Fig. 1: cell placement
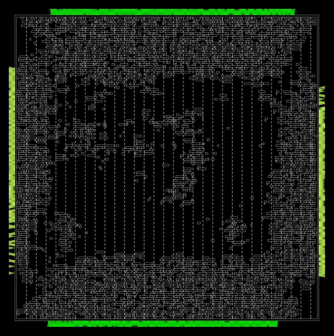
Fig. 2: cells colored by class
Drawn at 1 px/um.
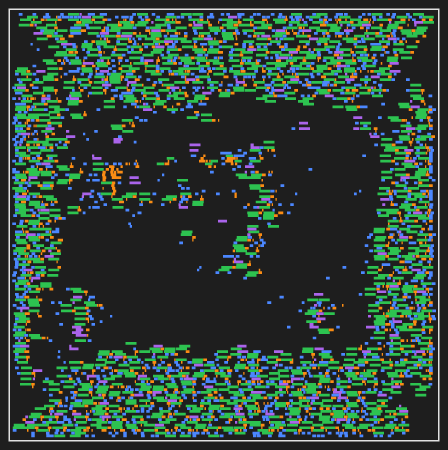
Fig. 3: cell density map
The die is cut into 21 by 22 equal tiles; dark blue is low, red is high, 0 to 100% covered.
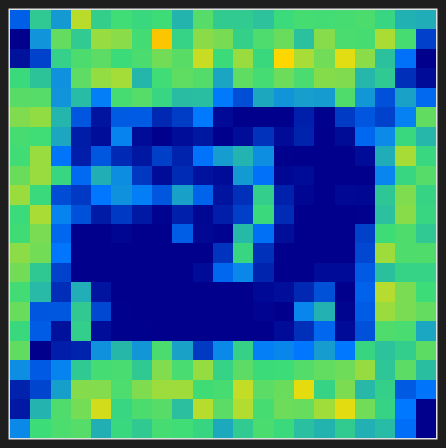
Fig. 4: nets reached from selected ports
Drawn at 1 px/um.
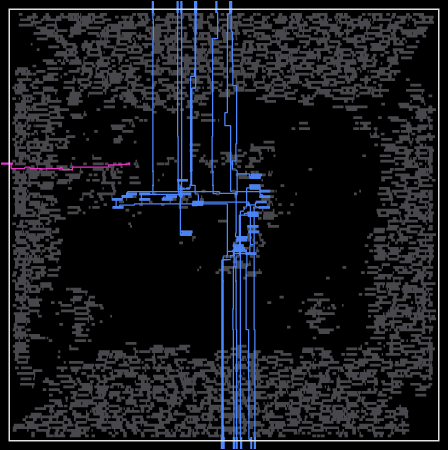
## config.mk

```make
export PLATFORM = sky130hd
export DESIGN_NAME = vmul_wb_buffer
export DESIGN_NICKNAME = d
export VERILOG_FILES = /design/src/rtl/vmul_wb_buffer.sv
export SDC_FILE = /design/constraint.sdc
export NUM_CORES = 1
export LEC_CHECK = 0
export CORE_AREA = 2 2 426 428
export CTS_CLUSTER_SIZE = 16
export DETAILED_ROUTE_END_ITERATION = 7
export DIE_AREA = 0 0 428 430
export GPL_TIMING_DRIVEN = 0
export HOLD_SLACK_MARGIN = 0.05
export PLACE_DENSITY_LB_ADDON = 0.3
export SYNTH_ARGS = -nofsm -noshare
export SYNTH_HDL_FRONTEND = slang
export SYNTH_SLANG_ARGS = --single-unit
```

## constraint.sdc

```tcl
create_clock -name clk -period 58.1 [get_ports clk]
set_input_delay 14.525 -clock clk [delete_from_list [all_inputs] [get_ports clk]]
set_output_delay 14.525 -clock clk [all_outputs]
set_load 0.005 [all_outputs]
```

## src/rtl/vmul_wb_buffer.sv

```systemverilog
`default_nettype none
// ============================================================================
// Module      : vmul_wb_buffer
// Description : In-order write-back queue between the vector multiplier final
//               stage and the register-file write port, with RAW hazard flags.
// Revision    : 1.0 - initial release
// ============================================================================
module vmul_wb_buffer #(
    parameter int NUMLANES = 16,
    parameter int WIDTH    = 32,
    parameter int REGIDW   = 4,
    parameter int DEPTH    = 2,
    parameter int PW       = (DEPTH > 1) ? $clog2(DEPTH) : 1,
    parameter int CW       = PW + 1
) (
    input  logic                      clk,
    input  logic                      resetn,
    input  logic                      in_valid,
    input  logic [REGIDW-1:0]         in_dst,
    input  logic [NUMLANES-1:0]       in_mask,
    input  logic [NUMLANES*WIDTH-1:0] in_result,
    output logic                      stall,
    output logic                      out_valid,
    input  logic                      out_ready,
    output logic [REGIDW-1:0]         out_dst,
    output logic [NUMLANES-1:0]       out_mask,
    output logic [NUMLANES*WIDTH-1:0] out_data,
    input  logic [REGIDW-1:0]         rd_reg0,
    input  logic [REGIDW-1:0]         rd_reg1,
    output logic [1:0]                hazard,
    output logic [CW-1:0]             count,
    output logic                      overflow
);

    localparam logic [CW-1:0] c_full    = CW'(DEPTH);
    localparam logic [PW-1:0] c_ptr_one = PW'(1);
    localparam logic [PW-1:0] c_ptr_max = PW'(DEPTH - 1);

    logic [REGIDW-1:0]         r_dst  [DEPTH];
    logic [NUMLANES-1:0]       r_mask [DEPTH];
    logic [NUMLANES*WIDTH-1:0] r_data [DEPTH];

    logic [PW-1:0] r_rd_ptr;
    logic [PW-1:0] r_wr_ptr;
    logic [CW-1:0] r_count;
    logic          r_overflow;

    logic w_full;
    logic w_valid_req;
    logic w_push;
    logic w_pop;
    logic w_out_valid;

    logic [DEPTH-1:0] w_hit0;
    logic [DEPTH-1:0] w_hit1;

    // Full and stall depend only on registered state so the multiplier enables
    // never see a combinational path from the register-file handshake.
    assign w_full      = (r_count == c_full);
    assign w_out_valid = (r_count != '0);
    assign w_valid_req = in_valid && (|in_mask);
    assign w_push      = w_valid_req && !w_full;
    assign w_pop       = w_out_valid && out_ready;

    function automatic logic [PW-1:0] ptr_inc(input logic [PW-1:0] p);
        return (p == c_ptr_max) ? '0 : p + c_ptr_one;
    endfunction

    always_ff @(posedge clk) begin
        if (!resetn) begin
            r_rd_ptr   <= '0;
            r_wr_ptr   <= '0;
            r_count    <= '0;
            r_overflow <= 1'b0;
        end else begin
            if (w_push) begin
                r_wr_ptr <= ptr_inc(r_wr_ptr);
            end
            if (w_pop) begin
                r_rd_ptr <= ptr_inc(r_rd_ptr);
            end
            case ({w_push, w_pop})
                2'b10:   r_count <= r_count + CW'(1);
                2'b01:   r_count <= r_count - CW'(1);
                default: r_count <= r_count;
            endcase
            if (w_valid_req && w_full) begin
                r_overflow <= 1'b1;
            end
        end
    end

    // Payload storage is never reset; the head outputs are gated by out_valid.
    always_ff @(posedge clk) begin
        if (resetn && w_push) begin
            r_dst[r_wr_ptr]  <= in_dst;
            r_mask[r_wr_ptr] <= in_mask;
            r_data[r_wr_ptr] <= in_result;
        end
    end

    generate
        for (genvar gi = 0; gi < DEPTH; gi++) begin : g_hazard
            logic [PW-1:0] w_offset;
            logic          w_occupied;

            // Distance from the head decides whether slot gi holds a live entry.
            assign w_offset    = PW'(gi) - r_rd_ptr;
            assign w_occupied  = ({1'b0, w_offset} < r_count);
            assign w_hit0[gi]  = w_occupied && (r_dst[gi] == rd_reg0);
            assign w_hit1[gi]  = w_occupied && (r_dst[gi] == rd_reg1);
        end
    endgenerate

    always_comb begin
        out_dst  = '0;
        out_mask = '0;
        out_data = '0;
        if (w_out_valid) begin
            out_dst  = r_dst[r_rd_ptr];
            out_mask = r_mask[r_rd_ptr];
            out_data = r_data[r_rd_ptr];
        end
    end

    assign hazard    = {|w_hit1, |w_hit0};
    assign stall     = w_full;
    assign out_valid = w_out_valid;
    assign count     = r_count;
    assign overflow  = r_overflow;

endmodule
`default_nettype wire

```

==> job_summary.md <==
### Metrics collected by this job

| Metric | Value |
|---|---|
| Hold Slack | `approximately 0.47 ns` |
| Setup TNS | `0 ns` |
| CTS tree | `yes` |
| Vias in the first global route | `~25,000` |
| Drt first pass iters | `7` |
| CP top delay family | `buffers and inverters` |
| Post-synthesis adder-cell area fraction | `0.000309` |
| Worst min-delay path class | `register to register` |
| Top cell by count, worst path | `clkdlybuf4s50_1` |
| Synth area leader | `edfxtp_1` |
| Post-synth seq share | `0.792` |
| Width of the chip | `428 um` |
| Register bit count reported by yosys | `1,070` |
| MUX share of area | `0.132` |
| FMAX | `0.0322 GHz` |
| DRT iter0 DRCs | `1,482` |
| Mapped Nets | `between 2,000 and 3,000` |
| Initial antenna violation count | `approximately 70` |
| Max-cap violation count | `0` |
| R2R Setup Slk | `54.81 ns` |
| Crit path cell chain | `clkdlybuf4s50_1 -> xnor2_1 -> nand4_1 -> o22ai_1 -> clkdlybuf4s50_1` |
| Crit path max-delay cell type | `clkdlybuf4s50_1` |
| Max-slew headroom | `0.528` |
| Crit path time final | `31.03 ns` |
| Final hold vios | `0` |
| Post-Syn Area | `0.0405 mm^2` |
| Wire per inst | `about 24 um` |
| DP HPWL | `115,000 um` |
| Layout net count | `around 4,200` |
| CP Capture Type | `primary output` |
| Main logic family | `multiplexers` |
| Final setup viols | `0` |
| Simple-Gate Area Share | `0.0522` |
| Area leader share | `0.789` |
| Clock Sinks | `1,070` |
| Top cells excl fill/tap | `clkdlybuf4s50_1 (1,082), edfxtp_1 (1,064), nor2_1 (537)` |
| CP arrival | `16.50 ns` |
| Startpoint Class | `primary input` |
| Tool warnings | `28` |
| Inst Count DP | `between 5,000 and 6,000` |
| GRT Overall Usage | `0.156` |
| Peak VDD IR | `0.0280 mV` |
| Status | `finished, final reports clean` |
| Buffers & Inverters on Critical Path | `2` |
| CTS root buf | `clkbuf_16` |
| Drt total wl | `148,000 um` |
| Vias per cell | `just over 4` |
| Port Buf Inserts | `1,082` |
Notes on Fig. 1 above:
core area: 0.180 mm^2
Site Rows: 156
Layout fillers: 17,600

Notes on Fig. 2 above:
Purple stands for clock drivers and dummy loads, cells 236, share of their area 7.2%. Green stands for flops, cells 1,070, share of their area 57%. Blue stands for other buffers and delay cells, cells 1,284, share of their area 23%. Orange stands for combinational and other logic, cells 1,118, share of their area 14%.
cell area after layout: 0.0597 mm^2
final standard cell utilization of the core: 0.332
flop share of the area: 0.537

Notes on Fig. 3 above:
0.40% of the tiles are over 75% full. The fullest tile reaches 78%. 19% of the tiles are nearly empty.
FP Core Util: 0.225

Notes on Fig. 4 above:
Magenta stands for `out_valid`, bits 1, direction output, end cells 1, buffers 1, wire 141 um. Blue stands for `in_mask`, bits 16, direction input, end cells 36, buffers 16, wire 3,990 um.

==> final cells by class <==
class,count,area [um^2]
Antenna cell,25,62.6
Buffer,118,759
Clock buffer,161,3430
Clock inverter,75,672
Fill cell,17600,120000
Inverter,4,15.0
Multi-Input combinational cell,1114,7680
Sequential cell,1070,32100
Tap cell,2370,2970
Timing Repair Buffer,1166,12000
==> state kept, by name, indices dropped and copies added (netlist names), named ones only <==
name / cells
r_data: 1024
r_rd_ptr: 1
overflow: 1
r_wr_ptr: 1
count: 2
r_dst: 8
r_mask: 32
==> cells in the mapped netlist (all sizes together) <==
cell / count
or3: 1
xnor2: 18
edfxtp: 1064
clkbuf: 9
nor2b: 1
mux2i: 533
buf: 109
nand3b: 1
ha: 1
o21ai: 1
a21oi: 3
dfxtp: 6
xor2: 1
nand4: 5
a31oi: 1
nor3: 1
nor2: 538
inv: 4
nand2: 2
nor4: 4
and2: 1
o22ai: 2
==> final timing paths <==
check	start	end	cells after the start
setup / recovery	rd_reg1[3]	hazard[1]	5
hold reg to reg	r_wr_ptr$_SDFFE_PN0P_	r_wr_ptr$_SDFFE_PN0P_	2
hold / removal	r_wr_ptr$_SDFFE_PN0P_	r_wr_ptr$_SDFFE_PN0P_	2
setup reg to reg	count[0]$_SDFFE_PN0P_	r_data[1][448]$_DFFE_PP_	11
==> metal layers <==
layer	routed length, um	global-route usage
met5	215	0.00520
met4	4790	0.0735
met2	75600	0.264
met3	12100	0.0602
met1	55600	0.172
==> where the power goes <==
part | total, mW | switching (mW) | leakage (nW) | internal (mW)
Sequential | 0.939 | 0.0151 | 9.81 | 0.924
Clock | 0.784 | 0.332 | 2.00 | 0.451
Combinational | 1.01 | 0.526 | 7.63 | 0.481
Power and IR drop assume default switching activity.
